### src/rtl/itch_pkg.sv
// Shared types and defaults for the ITCH receive frame sequencer.
// Header layout: Eth(14) + VLAN(4) + IPv4(20) + UDP(8) + MoldUDP64(20) = 66 bytes.
package itch_pkg;

    typedef enum logic [1:0] {
        IDLE,
        HEADER,
        PAYLOAD,
        DROP
    } seqState_e;

    localparam int unsigned HDR_BEATS_DEF = 9;
    localparam int unsigned PAY_LANE_DEF  = 2;
    localparam int unsigned MAX_BEATS_DEF = 127;

    localparam int unsigned HDR_BYTES      = 66;
    localparam int unsigned ETH_DST_OFF    = 0;
    localparam int unsigned ETH_SRC_OFF    = 6;
    localparam int unsigned VLAN_TPID_OFF  = 12;
    localparam int unsigned VLAN_TCI_OFF   = 14;
    localparam int unsigned ETHERTYPE_OFF  = 16;
    localparam int unsigned IP_OFF         = 18;
    localparam int unsigned UDP_OFF        = 38;
    localparam int unsigned MOLD_SESS_OFF  = 46;
    localparam int unsigned MOLD_SEQ_OFF   = 56;
    localparam int unsigned MOLD_COUNT_OFF = 64;

endpackage

### src/rtl/itch_frame_sequencer_sat_counter16.sv
// 16-bit statistics counter that sticks at 0xFFFF instead of wrapping.
module sat_counter16 (
    input  logic        clk,
    input  logic        rst,
    input  logic        inc,
    output logic [15:0] count
);

    always_ff @(posedge clk or posedge rst) begin
        if (rst) begin
            count <= '0;
        end else if (inc && (count != '1)) begin
            count <= count + 16'd1;
        end
    end

endmodule

### src/rtl/itch_frame_sequencer.sv
// Frame-aligned word index for the header decoders, payload hand-off to the
// message splitter, and short/truncated/oversize frame statistics.
module itch_frame_sequencer
    import itch_pkg::*;
#(
    parameter int unsigned HDR_BEATS = HDR_BEATS_DEF,
    parameter int unsigned PAY_LANE  = PAY_LANE_DEF,
    parameter int unsigned MAX_BEATS = MAX_BEATS_DEF
) (
    input  logic        clk,
    input  logic        rst,
    input  logic        rx_valid,
    input  logic        rx_sop,
    input  logic        rx_eop,
    input  logic [63:0] rx_data_net,
    output logic [6:0]  counter,
    output logic        dec_en,
    output logic        hdr_done,
    output logic        pay_valid,
    output logic        pay_sop,
    output logic        pay_eop,
    output logic [2:0]  pay_lane,
    output logic [63:0] pay_data,
    output logic        frame_err,
    output logic [15:0] cnt_ok,
    output logic [15:0] cnt_short,
    output logic [15:0] cnt_long
);

    localparam logic [6:0] LAST_HDR = 7'(HDR_BEATS - 1);
    localparam logic [6:0] MAX_IDX  = 7'(MAX_BEATS);

    seqState_e  state, stateNext;
    logic [6:0] beatQ, beatNext;
    logic       hdrDoneNext, frameErrNext;
    logic       payValidNext, paySopNext, payEopNext;
    logic [2:0] payLaneNext;
    logic       incOk, incShort, incLong;

    // Zero-latency index so decoders see it alongside rx_data_net.
    always_comb begin
        counter = (rx_valid && rx_sop) ? 7'd0 : beatQ;
        dec_en  = rx_valid && (rx_sop || (state == HEADER));
    end

    always_comb begin
        stateNext    = state;
        beatNext     = beatQ;
        hdrDoneNext  = 1'b0;
        frameErrNext = 1'b0;
        payValidNext = 1'b0;
        paySopNext   = 1'b0;
        payEopNext   = 1'b0;
        payLaneNext  = '0;
        incOk        = 1'b0;
        incShort     = 1'b0;
        incLong      = 1'b0;

        if (rx_valid) begin
            if (rx_sop) begin
                // An open frame is truncated; a payload stream gets an empty closing beat.
                if (state != IDLE) begin
                    frameErrNext = 1'b1;
                    incShort     = 1'b1;
                    if (state == PAYLOAD) begin
                        payValidNext = 1'b1;
                        payEopNext   = 1'b1;
                    end
                end
                if (rx_eop) begin
                    frameErrNext = 1'b1;
                    incShort     = 1'b1;
                    stateNext    = IDLE;
                    beatNext     = '0;
                end else begin
                    stateNext = HEADER;
                    beatNext  = 7'd1;
                end
            end else begin
                unique case (state)
                    IDLE: ;
                    HEADER: begin
                        if (counter == LAST_HDR) begin
                            hdrDoneNext = 1'b1;
                            if (rx_eop) begin
                                incOk     = 1'b1;
                                stateNext = IDLE;
                                beatNext  = '0;
                            end else begin
                                payValidNext = 1'b1;
                                paySopNext   = 1'b1;
                                payLaneNext  = 3'(PAY_LANE);
                                stateNext    = PAYLOAD;
                                beatNext     = counter + 7'd1;
                            end
                        end else if (rx_eop) begin
                            frameErrNext = 1'b1;
                            incShort     = 1'b1;
                            stateNext    = IDLE;
                            beatNext     = '0;
                        end else begin
                            beatNext = counter + 7'd1;
                        end
                    end
                    PAYLOAD: begin
                        payValidNext = 1'b1;
                        if (rx_eop) begin
                            payEopNext = 1'b1;
                            incOk      = 1'b1;
                            stateNext  = IDLE;
                            beatNext   = '0;
                        end else if (counter == MAX_IDX) begin
                            payEopNext   = 1'b1;
                            frameErrNext = 1'b1;
                            incLong      = 1'b1;
                            stateNext    = DROP;
                            beatNext     = counter + 7'd1;
                        end else begin
                            beatNext = counter + 7'd1;
                        end
                    end
                    DROP: begin
                        if (rx_eop) begin
                            stateNext = IDLE;
                            beatNext  = '0;
                        end
                    end
                    default: begin
                        stateNext = IDLE;
                        beatNext  = '0;
                    end
                endcase
            end
        end
    end

    always_ff @(posedge clk or posedge rst) begin
        if (rst) begin
            state     <= IDLE;
            beatQ     <= '0;
            hdr_done  <= 1'b0;
            frame_err <= 1'b0;
            pay_valid <= 1'b0;
            pay_sop   <= 1'b0;
            pay_eop   <= 1'b0;
            pay_lane  <= '0;
            pay_data  <= '0;
        end else begin
            state     <= stateNext;
            beatQ     <= beatNext;
            hdr_done  <= hdrDoneNext;
            frame_err <= frameErrNext;
            pay_valid <= payValidNext;
            pay_sop   <= paySopNext;
            pay_eop   <= payEopNext;
            pay_lane  <= payLaneNext;
            if (payValidNext) begin
                pay_data <= rx_data_net;
            end
        end
    end

    sat_counter16 uOkCnt    (.clk(clk), .rst(rst), .inc(incOk),    .count(cnt_ok));
    sat_counter16 uShortCnt (.clk(clk), .rst(rst), .inc(incShort), .count(cnt_short));
    sat_counter16 uLongCnt  (.clk(clk), .rst(rst), .inc(incLong),  .count(cnt_long));

endmodule

### config.mk
export PLATFORM = sky130hd
export DESIGN_NAME = itch_frame_sequencer
export DESIGN_NICKNAME = d
export VERILOG_FILES = /design/src/rtl/itch_pkg.sv /design/src/rtl/itch_frame_sequencer_sat_counter16.sv /design/src/rtl/itch_frame_sequencer.sv
export SDC_FILE = /design/constraint.sdc
export NUM_CORES = 1
export LEC_CHECK = 0
export CAP_MARGIN = 15
export CORE_ASPECT_RATIO = 1.5
export CORE_MARGIN = 1.5
export CORE_UTILIZATION = 46
export DETAILED_ROUTE_END_ITERATION = 10
export PLACE_DENSITY = 0.88
export SYNTH_ARGS = -nofsm -noshare
export SYNTH_HDL_FRONTEND = slang
export SYNTH_HIERARCHICAL = 1
export SYNTH_SLANG_ARGS = --single-unit
### constraint.sdc
create_clock -name clk -period 4.8 [get_ports clk]
set_input_delay 0.72 -clock clk [delete_from_list [all_inputs] [get_ports clk]]
set_output_delay 0.72 -clock clk [all_outputs]
set_load 0.1 [all_outputs]
run_1/metal_stack.png
(2 px per um)
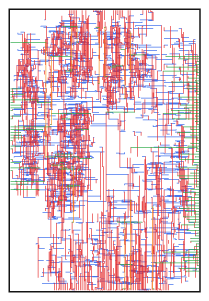
| layer | colour | wire length |
|---|---|---|
| met1 | blue | 5140 um |
| met3 | green | 866 um |
| met2 | red | 8270 um |
| met4 | orange | 382 um |
total routing resource utilization after global routing: 22.5%
via count: 4491
drt total wl: 14.7 mm

run_1/final_congestion.png
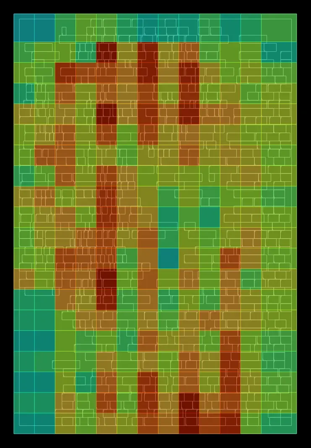
global routing met2 resource utilization: 42.0%
final routed wire length divided by cell count: 17.5 um
met1 global-route usage: 22.9%
end-of-flow core utilization: 68.4%
global routing's busiest layer: met2

run_1/hierarchy.png
(3 px per um) Other cells in grey.
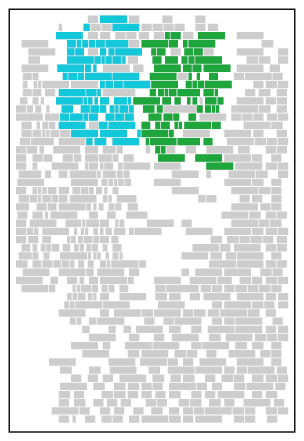
| instance | colour | cells |
|---|---|---|
| `uOkCnt` | green | 71 |
| `uShortCnt` | cyan | 67 |
not coloured: 542

run_1/met3.png
(2 px per um)
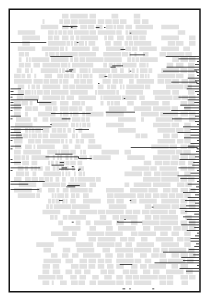
share of all routed wire: 5.9%
wire length on this layer: 866 um
longest straight run: 33.1 um
main direction: horizontal
nets with wire on the layer: 132

==> results.txt, run 1 <==
The synthesis and place-and-route flow finished, so here is a summary.

Counting I/O delays and the setup requirement, the final critical path takes 3.77 ns. Note, the detailed placer reported a final HPWL of 10.9 mm. The non-clock inverters instantiated in the layout total 12.

The most instantiated flip-flop cell in the synthesis netlist is dfrtp_1. The run finished with clean final reports. The cell family contributing the most delay on the critical path is simple AND/OR/NAND/NOR gates. The register clock-pin slew on the reported worst setup and hold paths is 0.06 ns.

The post-route setup TNS is 0 ns. The total number of clock tree sinks came out at 126. The async set-or-reset flop fraction in the synthesized netlist is 100%. The fraction of area in clock buffers and inverters is 7.27%.

The length in cells of the worst reg-to-reg path came out at 10. Among all stages on the critical path, the largest delay is contributed by nor4_1. Once the clock tree was built, the setup fixing pass inserted 0 buffers. The number of detailed-routing iterations run before antenna repair is 4. Of the total power, registers draw 28.4%. The dominant kind of cell by area is sequential cells. The worst setup path is of the primary input to flip-flop kind. Entering global routing, the biggest net connects 66 pins. The initial antenna violation count is 0. Hold-check failures listed in the final report amount to 0. The tightest hold path in the finished design has a slack of 0.483 ns. The headroom to the max-slew limit came out at 30.2%. The data arrival time of the critical path came out at 4.08 ns. TritonCTS built the clock tree. The clock network power share is 27.0%. The total sequential power came out at 1.37 mW. The required time of the critical path came out at 5.11 ns. The max-cap check violation count came out at 0. The cell sequence reported for the critical path is clkdlybuf4s50_1 -> buf_4 -> nand2_1 -> nand2_1 -> ha_1 -> nor2b_1 -> and4_1 -> a2bb2oi_1 -> nor2b_1 -> and4_1 -> nand4_1 -> nor4_1 -> xor2_1. The via density per instance came out at 5.37. Logged for this run, the post-placement worst setup slack is 0.869 ns. The final timing report gives a worst setup slack of 1.03 ns. The post-synth tally of flip-flops with integrated enable came out at 0. The fraction of area in non-clock buffers is 23.2%. Leaving out fill and tap cells, the most frequent cells in the layout are clkdlybuf4s50_1, dfrtp_1, mux2_1.

The worst voltage drop across the vdd grid came out at 0.253 mV. The chip area from the yosys synthesis statistics is 5790 um2. After detailed routing, the number of remaining DRC violations is 0. The endpoint identified for the worst register-to-register timing path is uShortCnt/count[15]. The register-to-register path setup slack came out at 1.78 ns.
-- run 1: kinds of logic (layout without fill, tap and decap cells) --
logic type      count (synthesis)  after routing  synth area share [%]
fa+ha+maj                       9              9                  1.94
compound gates                 42             42                  4.56
mux                            75             75                  14.5
other cells                     1              2                0.0647
xor+xnor                       35             35                  5.29
simple gates                  149            149                  16.5
buf+inv                        27            242                  2.70
flops                         126            126                  54.4
-- run 1: state kept, by name, summed over array words and instances, names as in the netlist --
signal / flops
pay_data: 64
uLongCnt/count: 16
uOkCnt/count: 16
uShortCnt/count: 16
beatQ: 7
state: 2
frame_err: 1
hdr_done: 1
pay_eop: 1
pay_lane: 1
pay_valid: 1
-- run 1: layer usage --
| layer | vias to the layer above | wire length (um) | global-route usage [%] |
|---|---|---|---|
| met2 | 167 | 8270 | 42.0 |
| li1 | 2076 | - | - |
| met1 | 2221 | 5140 | 22.9 |
| met3 | 27 | 866 | 5.59 |
| met4 | 0 | 382 | 9.90 |
| met5 | - | 0 | 0 |
-- run 1: Yosys cell counts, types with 3 or more instances --
cell	n	share of area, %
and2_1	5	0.54
o21ai_0	5	0.43
inv_1	12	0.78
buf_6	5	0.97
a31oi_1	4	0.43
buf_4	4	0.52
mux2_2	20	3.9
mux2_1	50	9.7
a21oi_1	17	1.5
ha_1	9	1.9
nand2_1	26	1.7
nand2_2	3	0.32
clkbuf_1	4	0.26
xnor2_1	27	4.1
mux2i_1	5	0.86
dfrtp_1	126	54
o21a_1	4	0.52
nand2b_1	3	0.32
nor2b_1	5	0.54
nor2_1	15	0.97
nand4_4	3	1.1
xor2_1	8	1.2
nand4_1	16	1.7
and4_1	11	1.7
and3_1	15	1.6
nand3_1	24	2.1
nand4_2	3	0.65
==> run 2, diff against run 1 <==
==> constraint.sdc (replaced) <==
create_clock -name clk -period 3.9 [get_ports clk]
set_input_delay 0.585 -clock clk [delete_from_list [all_inputs] [get_ports clk]]
set_output_delay 0.585 -clock clk [all_outputs]
set_load 0.1 [all_outputs]
run_2/met3.png
(2 px per um)
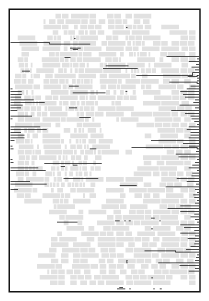
main direction: horizontal
share of all routed wire: 6.1%

run_2/metal_stack.png
(2 px per um)
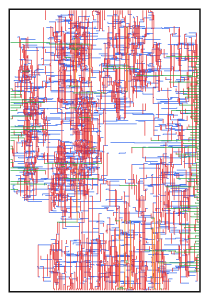
| layer | colour | wire length |
|---|---|---|
| met4 | orange | 332 um |
| met1 | blue | 5290 um |
| met3 | green | 877 um |
| met2 | red | 7970 um |

==> results.txt, run 2 <==
The synthesis and place-and-route flow finished, so here is a summary.

The total number of clock tree sinks is 126. The register with the most flip-flops in the layout has 64 of them. For the finished layout, the period the worst path requires is 3.25 ns. The adder and majority cell fraction of the synthesized area is 1.94%. The family with the most delay on the worst path is simple AND/OR/NAND/NOR gates. The aggregate routed wire length came out at 14.5 mm. The largest net degree at the start of global routing came out at 79. For this run, the leading register cell type out of synthesis is dfrtp_1. The post-route setup TNS came out at 0 ns. The HPWL after detailed placement is 10.5 mm.

Looking at area per cell type in the netlist, the leader is dfrtp_1. In this run the register-to-register setup slack is 1.14 ns. The capturing point of the worst reg2reg path is uShortCnt/count[15]. By count the netlist is led by dfrtp_1, mux2_1, xnor2_1. The register clock-pin slew on the reported worst setup and hold paths is 0.06 ns. The largest register by flop count is pay_data.

The AND-OR/OR-AND share of the synthesized area is 4.56%. The run finished with clean final reports. The length in cells of the worst reg-to-reg path came out at 10. The fraction of synthesized cell area taken by the top area cell type came out at 54.4%.

The required time of the critical path is 4.22 ns. The headroom to the max-slew limit is 30.3%. The synthesized-area fraction occupied by xor and xnor cells came out at 5.29%. Global routing used 22.1% of the available tracks. Yosys shows that the main logic family after synthesis is simple AND/OR/NAND/NOR gates. The final hold violation count recorded for this run is 0. The CTS tree is built. dfrtp_1 is the most common cell in the netlist. Traced cell by cell, the critical path runs through clkdlybuf4s50_1 -> nand2_1 -> nand2_1 -> ha_1 -> nor2b_1 -> and4_1 -> a2bb2oi_1 -> nor2b_1 -> and4_1 -> nand4_1 -> nor4_1 -> xor2_1.
## run 2: layout make-up
cell class	count	area (um2)	area share [%]
inverter	12	46.3	0.543
timing repair buffer	198	1980	23.2
sequential	126	3150	37.0
clock inverter	14	230	2.70
tap	156	195	2.29
multi-input combinational	312	2490	29.3
clock buffer	18	429	5.03
## run 2: metal layers
metal	GRT usage, %	wire length, um
met1	22.7	5290
met5	0	0
met2	40.9	7970
met3	6.57	876
met4	8.48	331
## run 2: kinds of logic after synthesis
family | Yosys count
AOI/OAI and AO/OA | 42
xor gates and xnor gates | 35
adders and majority gates | 9
buffers and inverters | 27
DFF | 126
muxes | 75
other | 1
and+or+nand+nor | 149
## run 2: power breakdown
group / internal, mW / switching, mW / total [mW]
registers: 1.54 / 0.150 / 1.69
clock network: 1.15 / 0.602 / 1.75
logic: 0.610 / 2.05 / 2.66
total: 3.31 / 2.81 / 6.11
## run 2: worst min-delay path by stage
| stage | start | endpoint | slack [ns] | cells after the start |
|---|---|---|---|---|
| 2_1_floorplan | beatQ[3] | beatQ[3] | 0.48 | 1 |
| 3_3_place_gp | pay_data[32] | pay_data[32] | 0.47 | 1 |
| 3_5_place_dp | pay_data[41] | pay_data[41] | 0.47 | 1 |
| 4_1_cts | pay_data[47] | pay_data[47] | 0.49 | 1 |
| 5_1_grt | pay_data[5] | pay_data[5] | 0.50 | 1 |
| 6_report | pay_data[47] | pay_data[47] | 0.48 | 1 |
## run 2: per-stage QoR
step	hold slack [ns]	instance area [um2]	utilization, %	setup slack [ns]
floorplan	0.484	5800	-	0.216
global placement	0.468	7870	63.5	0.479
finish	0.480	8520	68.8	0.655
global route	0.499	8520	68.8	0.428
detailed placement	0.474	7870	63.5	0.317
CTS	0.486	8520	68.8	0.711
run_2/hierarchy.png
(3 px per um) Other cells in grey.
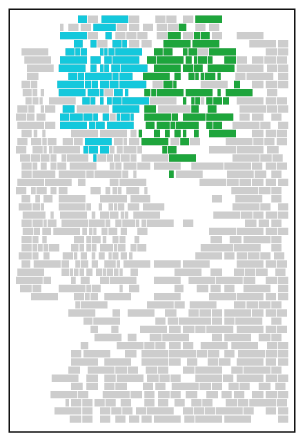

==> run 3, diff against run 2 <==
--- a/config.mk
+++ b/config.mk
@@ -8,9 +8,9 @@
 export CAP_MARGIN = 15
 export CORE_ASPECT_RATIO = 1.5
 export CORE_MARGIN = 1.5
-export CORE_UTILIZATION = 46
+export CORE_UTILIZATION = 41
 export DETAILED_ROUTE_END_ITERATION = 10
-export PLACE_DENSITY = 0.88
+export PLACE_DENSITY = 0.83
 export SYNTH_ARGS = -nofsm -noshare
 export SYNTH_HDL_FRONTEND = slang
 export SYNTH_HIERARCHICAL = 1
==> constraint.sdc (replaced) <==
create_clock -name clk -period 2.7 [get_ports clk]
set_input_delay 0.405 -clock clk [delete_from_list [all_inputs] [get_ports clk]]
set_output_delay 0.405 -clock clk [all_outputs]
set_load 0.1 [all_outputs]
run_3/hierarchy.png
(3 px per um) Other cells in grey.
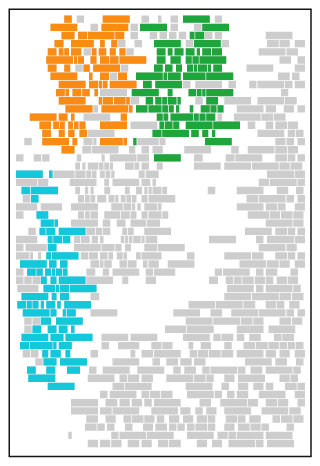
| instance | colour | cells |
|---|---|---|
| `uShortCnt` | cyan | 70 |
| `uOkCnt` | green | 74 |
| `uLongCnt` | orange | 73 |
not coloured: 489
number of standard cells in the layout, taps in and fillers out: 872
end-of-flow core utilization: 60.9%
die area: 14900 um2

==> results.txt, run 3 <==
The synthesis and place-and-route flow finished, so here is a summary.

Per the STA report, the cell with the highest stage delay on the worst path is clkdlybuf4s50_1. The async set-or-reset flop fraction in the synthesized netlist is 100%. Global routing consumed, over all layers together, 19.3% of the routing resources. Looking at the gate-level netlist, the highest instance count belongs to dfrtp_1.

The final routed DRC violation total is 0. The half-perimeter wire length after detailed placement is 10.9 mm. The smallest setup slack after layout is 0.0619 ns.

TritonCTS built the clock tree. The total number of clock tree sinks came out at 126. Sorting the synthesized cells by how often they occur yields dfrtp_1, mux2_1, xnor2_1. The met2 global-route usage came out at 35.9%.

The total count of hold-check failures in the final report is 0. The analysis reports a worst IR drop on VDD of 0.648 mV. Among all flip-flop cells after synthesis, the most frequent one is dfrtp_1. The aggregate routed wire length came out at 14.4 mm. The final layout reports a setup TNS of 0 ns. The worst slack at placement came out at -0.379 ns. In the setup report, the worst path falls into the class primary input to flip-flop.

The critical path goes through clkdlybuf4s50_1 -> nand2_2 -> nand2_1 -> ha_1 -> nor2b_2 -> and4_4 -> a2bb2oi_2 -> nor2b_2 -> and4_1 -> nand4_1 -> nor4_2 -> xor2_1. The largest net degree at the start of global routing is 47. The run finished with clean final reports. The via density per instance is 5.27. The met3 usage is 5.22%. pay_data holds more flip-flops than any other register. The finished cells cover 8480 um2. Ranking logic cells in the layout by count gives the top entries buf_4, dfrtp_1, clkdlybuf4s50_1. The placed cell area came out at 7910 um2.
run_3/registers.png
(2 px per um) Other sequential cells in the stronger grey, the rest of the logic in the fainter grey.
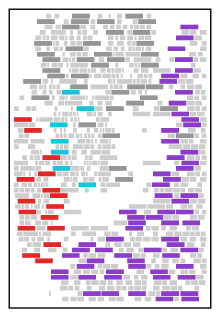
| netlist name | colour | flops |
|---|---|---|
| `pay_data` | purple | 64 |
| `uShortCnt/count` | red | 16 |
| `beatQ` | cyan | 7 |
not coloured: 39

run 3: cell counts after synthesis:
No cell type changed its count.
run 3: final timing paths:
kind,end,slack (ns),depth (start not counted)
max,uShortCnt/count[13],0.06,12
min,beatQ[6],0.47,2
max reg2reg,uShortCnt/count[13],0.20,10
min reg2reg,pay_data[50],0.48,1
max in group asynchronous,pay_data[52],1.64,3
min in group clk,pay_data[50],0.48,1
run 3: final cells by class:
class	instances	area, um2
inverter	12	45.0
tap	165	206
multi-input combinational	312	2530
fill	1090	5440
clock inverter	15	113
antenna	1	2.50
clock buffer	17	425
timing repair buffer	224	2000
sequential	126	3150
run 3: cell families (layout without fill, tap and decap cells):
family	after synthesis	in the layout	share of synthesized area, %
AOI/OAI and AO/OA	42	42	4.56
adders and majority gates	9	9	1.94
xor gates and xnor gates	35	35	5.29
other	1	3	0.0647
DFF	126	126	54.4
buffers and inverters	27	268	2.70
muxes	75	75	14.5
and+or+nand+nor	149	149	16.5
run 3: routing by layer:
layer / share of wire (%) / up-vias / wire length [um]
li1: - / 2126 / -
met1: 38 / 2266 / 5430
met2: 54 / 173 / 7780
met3: 5.9 / 30 / 845
met4: 2.7 / 0 / 383
met5: 0 / - / 0
run 3: repair_timing:
action / CTS / global route
setup buffers: 0 / 0
gates resized: 0 / 10
hold buffers: 0 / 0
endpoints found under the setup margin: 0 / 14
run 3: power breakdown:
part | internal, mW | leakage (nW) | switching [mW]
Combinational | 0.799 | 2.16 | 2.96
Sequential | 2.23 | 1.62 | 0.218
Clock | 1.18 | 0.260 | 0.859
Total | 4.21 | 4.03 | 4.04
Power figures rest on the tool's default switching activity, not on a simulated workload.
